--- src/rtl/gate_sweep_pkg.sv ---
// Shared types and helpers for the gate sweep controller.
package gate_sweep_pkg;

   // Sweep controller states.
   typedef enum logic [1:0] {
      S_IDLE   = 2'd0,
      S_SETTLE = 2'd1,
      S_SAMPLE = 2'd2,
      S_DONE   = 2'd3
   } state_t;

   // Number of rows in the truth table of an n-input gate.
   function automatic int tt_width(input int n);
      return 1 << n;
   endfunction

endpackage

--- src/rtl/settle_timer.sv ---
// Loadable down-counter that times the settle window for each vector.
// clr loads SETTLE; while en is high the count walks down to 1, and
// expired marks the last settle cycle so the FSM can move to SAMPLE
// on the following edge. Unused (never expires) when SETTLE is 0.
module settle_timer #(
   parameter int SETTLE = 2
) (
   input  logic clk,
   input  logic rst,
   input  logic clr,
   input  logic en,
   output logic expired
);

   localparam int W = (SETTLE < 2) ? 1 : $clog2(SETTLE + 1);
   localparam logic [W-1:0] LOAD = W'(SETTLE);
   localparam logic [W-1:0] ONE  = W'(1);

   logic [W-1:0] cnt_q, cnt_d;

   // Next count: load on clr, otherwise decrement while enabled, floor at 0.
   always_comb begin
      cnt_d = cnt_q;
      if (clr) begin
         cnt_d = LOAD;
      end else if (en && (cnt_q != '0)) begin
         cnt_d = cnt_q - ONE;
      end
   end

   // Count register with synchronous reset.
   always_ff @(posedge clk) begin
      if (rst) begin
         cnt_q <= '0;
      end else begin
         cnt_q <= cnt_d;
      end
   end

   assign expired = (cnt_q == ONE);

endmodule

--- src/rtl/gate_sweep_ctrl.sv ---
// Exhaustive sweep controller for a small combinational gate.
// Walks every input vector, waits SETTLE cycles, samples dut_y, builds
// the captured truth table and compares it with EXPECT_TT.
// start/abort are level inputs sampled on the rising edge: start is only
// honoured in IDLE, abort wins over start and terminates any sweep stage.
module gate_sweep_ctrl
   import gate_sweep_pkg::*;
#(
   parameter int                           N_IN      = 3,
   parameter int                           SETTLE    = 2,
   parameter logic [tt_width(N_IN)-1:0]    EXPECT_TT = 8'h80
) (
   input  logic                        clk,
   input  logic                        rst,
   input  logic                        start,
   input  logic                        abort,
   output logic [N_IN-1:0]             stim,
   input  logic                        dut_y,
   output logic                        busy,
   output logic                        done,
   output logic                        pass,
   output logic [N_IN:0]               err_count,
   output logic [N_IN-1:0]             first_fail,
   output logic                        first_fail_vld,
   output logic [tt_width(N_IN)-1:0]   captured_tt,
   output state_t                      dbg_state_o
);

   localparam int                NV       = tt_width(N_IN);
   localparam logic [N_IN-1:0]   LAST_VEC = N_IN'(NV - 1);
   localparam logic [N_IN-1:0]   VEC_ONE  = N_IN'(1);
   localparam logic [N_IN:0]     ERR_ONE  = (N_IN + 1)'(1);
   // With no settle time every vector goes straight to SAMPLE.
   localparam state_t            VEC_ENTRY = (SETTLE == 0) ? S_SAMPLE : S_SETTLE;

   state_t            state_q, state_d;
   logic [N_IN-1:0]   stim_q, stim_d;
   logic              busy_q, busy_d;
   logic              pass_q, pass_d;
   logic [N_IN:0]     err_q, err_d;
   logic [N_IN-1:0]   ff_q, ff_d;
   logic              ffv_q, ffv_d;
   logic [NV-1:0]     cap_q, cap_d;

   logic              tmr_clr;
   logic              tmr_en;
   logic              tmr_expired;

   settle_timer #(
      .SETTLE (SETTLE)
   ) u_settle_timer (
      .clk     (clk),
      .rst     (rst),
      .clr     (tmr_clr),
      .en      (tmr_en),
      .expired (tmr_expired)
   );

   // Next-state and result update logic for the sweep FSM.
   always_comb begin
      state_d = state_q;
      stim_d  = stim_q;
      busy_d  = busy_q;
      pass_d  = pass_q;
      err_d   = err_q;
      ff_d    = ff_q;
      ffv_d   = ffv_q;
      cap_d   = cap_q;
      tmr_clr = 1'b0;
      tmr_en  = 1'b0;

      case (state_q)
         S_IDLE: begin
            if (start && !abort) begin
               cap_d   = '0;
               err_d   = '0;
               ff_d    = '0;
               ffv_d   = 1'b0;
               pass_d  = 1'b0;
               stim_d  = '0;
               busy_d  = 1'b1;
               tmr_clr = 1'b1;
               state_d = VEC_ENTRY;
            end
         end

         S_SETTLE: begin
            if (abort) begin
               stim_d  = '0;
               busy_d  = 1'b0;
               state_d = S_IDLE;
            end else begin
               tmr_en = 1'b1;
               if (tmr_expired) begin
                  state_d = S_SAMPLE;
               end
            end
         end

         S_SAMPLE: begin
            if (abort) begin
               stim_d  = '0;
               busy_d  = 1'b0;
               state_d = S_IDLE;
            end else begin
               cap_d[stim_q] = dut_y;
               if (dut_y != EXPECT_TT[stim_q]) begin
                  err_d = err_q + ERR_ONE;
                  if (!ffv_q) begin
                     ff_d  = stim_q;
                     ffv_d = 1'b1;
                  end
               end
               // Explicit end-of-sweep compare so the vector never wraps.
               if (stim_q == LAST_VEC) begin
                  pass_d  = (err_d == '0);
                  state_d = S_DONE;
               end else begin
                  stim_d  = stim_q + VEC_ONE;
                  tmr_clr = 1'b1;
                  state_d = VEC_ENTRY;
               end
            end
         end

         S_DONE: begin
            busy_d  = 1'b0;
            state_d = S_IDLE;
            if (abort) begin
               stim_d = '0;
               pass_d = 1'b0;
            end
         end

         default: begin
            stim_d  = '0;
            busy_d  = 1'b0;
            state_d = S_IDLE;
         end
      endcase
   end

   // State and result registers with synchronous reset.
   always_ff @(posedge clk) begin
      if (rst) begin
         state_q <= S_IDLE;
         stim_q  <= '0;
         busy_q  <= 1'b0;
         pass_q  <= 1'b0;
         err_q   <= '0;
         ff_q    <= '0;
         ffv_q   <= 1'b0;
         cap_q   <= '0;
      end else begin
         state_q <= state_d;
         stim_q  <= stim_d;
         busy_q  <= busy_d;
         pass_q  <= pass_d;
         err_q   <= err_d;
         ff_q    <= ff_d;
         ffv_q   <= ffv_d;
         cap_q   <= cap_d;
      end
   end

   // done is the DONE-state cycle, suppressed if abort arrives in it.
   assign done           = (state_q == S_DONE) && !abort;
   assign stim           = stim_q;
   assign busy           = busy_q;
   assign pass           = pass_q;
   assign err_count      = err_q;
   assign first_fail     = ff_q;
   assign first_fail_vld = ffv_q;
   assign captured_tt    = cap_q;
   assign dbg_state_o    = state_q;

endmodule

--- config.mk ---
export PLATFORM = sky130hd
export DESIGN_NAME = gate_sweep_ctrl
export DESIGN_NICKNAME = d
export VERILOG_FILES = /design/src/rtl/gate_sweep_pkg.sv /design/src/rtl/settle_timer.sv /design/src/rtl/gate_sweep_ctrl.sv
export SDC_FILE = /design/constraint.sdc
export NUM_CORES = 1
export LEC_CHECK = 0
export ABC_AREA = 0
export CAP_MARGIN = 5
export CORE_MARGIN = 2
export CORE_UTILIZATION = 51
export DETAILED_ROUTE_END_ITERATION = 8
export HOLD_SLACK_MARGIN = 0.12
export PLACE_DENSITY = 0.79
export SETUP_SLACK_MARGIN = 0.4
export SLEW_MARGIN = 10
export SYNTH_ARGS = -nofsm -noshare
export SYNTH_HDL_FRONTEND = slang
export SYNTH_SLANG_ARGS = --single-unit
--- constraint.sdc ---
create_clock -name clk -period 2.45 [get_ports clk]
set_input_delay 0.735 -clock clk [delete_from_list [all_inputs] [get_ports clk]]
set_output_delay 0.735 -clock clk [all_outputs]
set_load 0.03 [all_outputs]
**Sizing map**

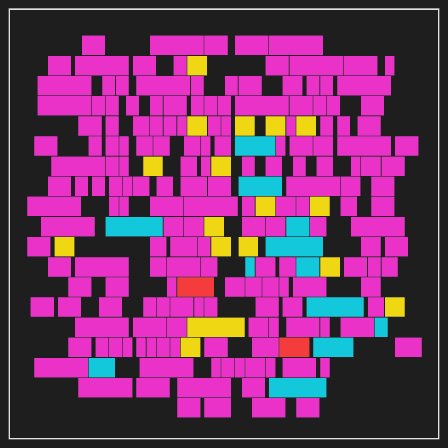
[red] drive 6 and up | cells: 2 | share: 0.96%
[magenta] drive 1 or less | cells: 177 | share: 85%
[cyan] drive 2 | cells: 12 | share: 5.8%
[yellow] drive 3 to 4 | cells: 17 | share: 8.2%

**Cell area per tile**

The die is cut into 12 by 12 equal tiles; black is low, pale yellow is high, 0 to 100% covered.
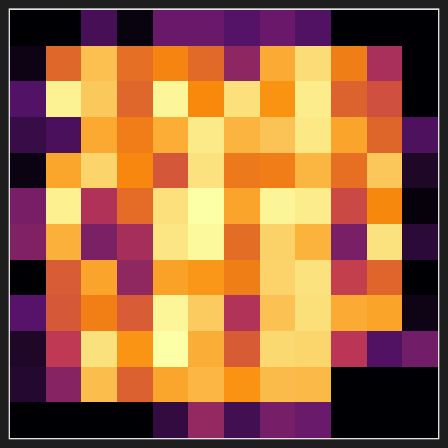
mean over tiles: 55%
densest ninth of the die: middle
emptiest ninth of the die: bottom right

**Routing congestion map**

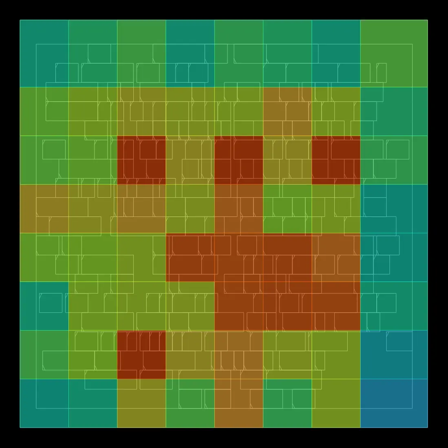
Top Usage Layer GRT: met2
Post-Route Utilization: 67.6%
grt met3 use: 2.90%

**Register map, names as in the netlist**

Other sequential cells in the stronger gray, the rest of the logic in the fainter gray.
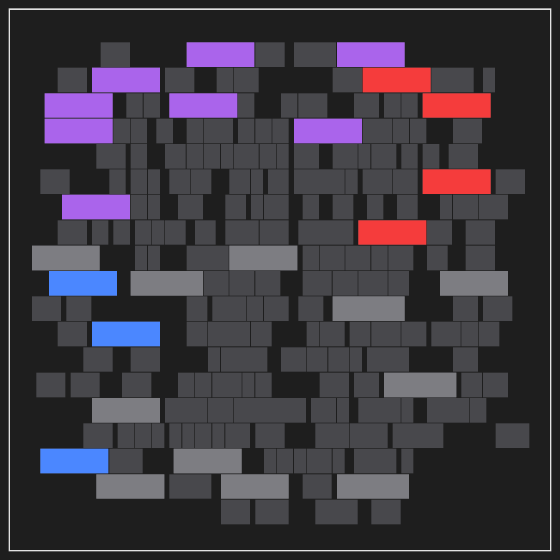
[red] err_count | sequential cells: 4 | where: top right
[blue] first_fail | sequential cells: 3
[purple] captured_tt | sequential cells: 8

**Placed cells, one color a class**

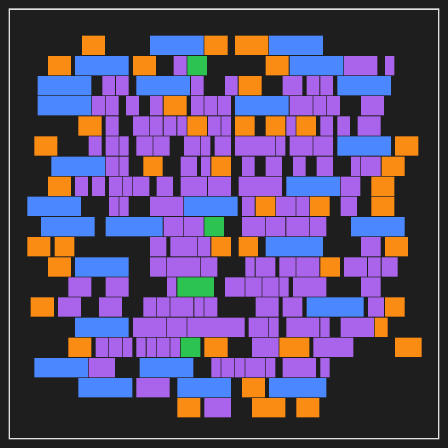
[orange] other buffers and delay cells | cells: 41
[blue] flip-flops | cells: 26
[green] clock drivers and dummy loads | cells: 4
[purple] all other logic | cells: 137
Finished Cell Area: 1860 µm²
number of cell rows: 19
CORE AREA: 2760 µm²
sequential portion of the cell area: 28.2%

==> reports/qor.yml <==
critical_path:
  critPathMaxStageDelay_ns: 0.48
  cp_data_required_time_ns: 1.71
  cp.arrival_ns: 1.24
  startpoint: "err_count[0]"
  path_cells: "dlygate4sd2_1"
  family_with_the_most_delay_on_the_worst_path: "flip-flops"
  crit_fanout: 8
  critical_path.startpoint_type: "flop"
  path_buffers: 1
synthesis:
  synth-edff-count: 0
  yosys.stat.seqShare_pct: 35.2
  synthAoiAreaFrac_pct: 24.6
  synth.area.top_cells: "sky130_fd_sc_hd__dfxtp_1 35%, sky130_fd_sc_hd__ha_1 8.5%, sky130_fd_sc_hd__a21oi_1 7.8%"
  synthArstFlopShare_pct: 0
  synth_nets: 187
  yosys.area_share.xor_xnor_pct: 2.88
  netlist_area_before_placement_um2: 1480
  yosys-stat-cells: 172
  yosys.area_share.adder_pct: 8.47
  synth_cells: 172
  yosysWarnings: 0
  number_of_distinct_library_cell_variants_in_the_gate_level_netlist_after_synthesis: 44
  synth.largest_area_cell: "sky130_fd_sc_hd__dfxtp_1"
  ys_dominant_reg_cell: "sky130_fd_sc_hd__dfxtp_1"
  common_cells: "26 x sky130_fd_sc_hd__dfxtp_1, 23 x sky130_fd_sc_hd__a21oi_1, 12 x sky130_fd_sc_hd__nor2_1"
hold_path:
  worst_hold_startpoint: "captured_tt[7]"
  hp-class: "flop to flop"
place:
  dp_worst_setup_slack_ns: -0.0105
  gp_congestion: 0.827
  post-place-cells: 232
  hpwlAfterDp_um: 2640
  io_buffer_count: 28
cells_and_area:
  finished_layout_cells: 239
  num-nets-final: 224
  ratio_of_cells_with_drive_above_1_in_the_final_layout_pct: 14.9
  nFillCells: 242
  num_antenna_cells: 0
pwr:
  p_total_uw: 880
  lkg_pwr_nw: 0.843
  peakVddDrop_uv: 422
  p_per_area_nw_per_um2: 472
detailed_routing:
  drt-pass1-iter-count: 4
  avgRoutedWirePerCell_um: 15.0
  post-route-drc-count: 0
  drt.antenna.violating_nets: 0
  routed_via_density: 5.85
  via_count: 1399
  wl_met1_um: 1620
clocking:
  cts_num_sinks: 26
  post_cts_hold_buffer_count: 0
  clock_tree_root_driver_cell: "sky130_fd_sc_hd__clkbuf_4"
  worst_case_clock_buffer_depth: 2
  post_cts_buffers: 2
  cts_max_level: 1
  post_cts_resized: 24
  clk_pin_slew_ns: 0.15
  cts_tree: "done"
  cts_made_buffers: 3
  clock_insertion_delay_worst_skew_ns: 0.34
floorplan:
  die.size.x_um: 57.8
  die_height_um: 57.8
  pin_count: 29
  initCoreUtil_pct: 53.6
timing:
  fmaxAchievable_ghz: 0.505
  hold-worst-slack_ns: 0.483
  worst_clock_skew_ns: 0.00358
  post_route_setup_tns_ns: 0
  relSlewSlack_pct: 71.0
  worst_pin_slew_ns: 0.433
  post-route-worst-setup-slack_ns: 0.471
  setup_viol: 0
  final.min_clock_period_ns: 1.98
  fin_crit_sh_pct: 80.8
  final_hold_viol_count: 0
global_routing:
  globalRouteOverflowTotal: 0
  first_global_vias: 1364
  grt_first_pass_wirelength_um: 6180
job:
  cap_viol_max_count: 0
  warning_count: 32
run_status:
  status: "completed"
-- where the power goes --
group / total, mW / internal (mW) / switching, mW
Combinational: 0.202 / 0.0839 / 0.118
Sequential: 0.446 / 0.435 / 0.0112
Clock: 0.231 / 0.0913 / 0.140
-- worst min-delay path, stage by stage (launching register included) --
cell	delay (ns)
sky130_fd_sc_hd__dfxtp_1	0.33
sky130_fd_sc_hd__o21ai_1	0.06
sky130_fd_sc_hd__a21oi_1	0.06
-- cells in the final DEF, fill, tap and decap left out, types with 2 or more instances in the layout --
cell / Yosys / routed
sky130_fd_sc_hd__nor2b_1: 6 / 5
sky130_fd_sc_hd__nand4_1: 5 / 5
sky130_fd_sc_hd__nor2_1: 12 / 12
sky130_fd_sc_hd__dfxtp_2: 0 / 4
sky130_fd_sc_hd__ha_1: 10 / 9
sky130_fd_sc_hd__dlymetal6s2s_1: 0 / 2
sky130_fd_sc_hd__mux2i_1: 3 / 3
sky130_fd_sc_hd__dfxtp_1: 26 / 22
sky130_fd_sc_hd__and2_1: 3 / 3
sky130_fd_sc_hd__or3_1: 2 / 2
sky130_fd_sc_hd__nand2b_1: 4 / 4
sky130_fd_sc_hd__nand3b_1: 3 / 3
sky130_fd_sc_hd__nand3_1: 2 / 2
sky130_fd_sc_hd__buf_4: 2 / 13
sky130_fd_sc_hd__clkbuf_4: 0 / 3
sky130_fd_sc_hd__a22o_1: 3 / 3
sky130_fd_sc_hd__o21ai_1: 11 / 11
sky130_fd_sc_hd__a211oi_1: 4 / 4
sky130_fd_sc_hd__dlygate4sd2_1: 0 / 23
sky130_fd_sc_hd__o21ai_0: 2 / 2
sky130_fd_sc_hd__inv_1: 6 / 6
sky130_fd_sc_hd__nand2_1: 7 / 7
sky130_fd_sc_hd__a21oi_1: 23 / 23
sky130_fd_sc_hd__a21o_1: 5 / 5
sky130_fd_sc_hd__nor3_1: 3 / 3
sky130_fd_sc_hd__nor3b_1: 2 / 2
sky130_fd_sc_hd__xnor2_1: 3 / 3
-- registers in the layout, summed over array words and instances (netlist names), named ones only --
register              count
dbg_state_o               2
first_fail                3
busy                      1
err_count                 4
captured_tt               8
pass                      1
first_fail_vld            1
u_settle_timer.cnt_q      2
stim                      3
-- cell type report --
type	instances	area [µm²]	share of cell area (%)
Clock buffer	4	36.3	1.95
Sequential cell	26	526	28.2
Inverter	8	30.0	1.61
Tap cell	31	38.8	2.08
Multi-Input combinational cell	129	883	47.4
Timing Repair Buffer	41	350	18.8
-- layer usage --
layer,up-vias,track usage [%]
li1,695,-
met5,-,0
met1,657,31.9
met3,5,2.90
met4,0,12.6
met2,42,37.3
-- worst paths after layout --
| path | end | slack, ns | depth (start not counted) |
|---|---|---|---|
| max | err_count[0] | 0.47 | 1 |
| max reg2reg | captured_tt[5] | 0.52 | 7 |
| min reg2reg | captured_tt[7] | 0.48 | 2 |
| min | captured_tt[7] | 0.48 | 2 |
-- logic make-up (layout without fill, tap and decap cells) --
kind of cell	count (synthesis)	after routing
xor+xnor	4	4
compound gates	58	58
flops	26	26
fa+ha+maj	10	10
mux	3	3
buf+inv	17	53
simple gates	54	54
Power figures rest on the tool's default switching activity, not on a simulated workload.
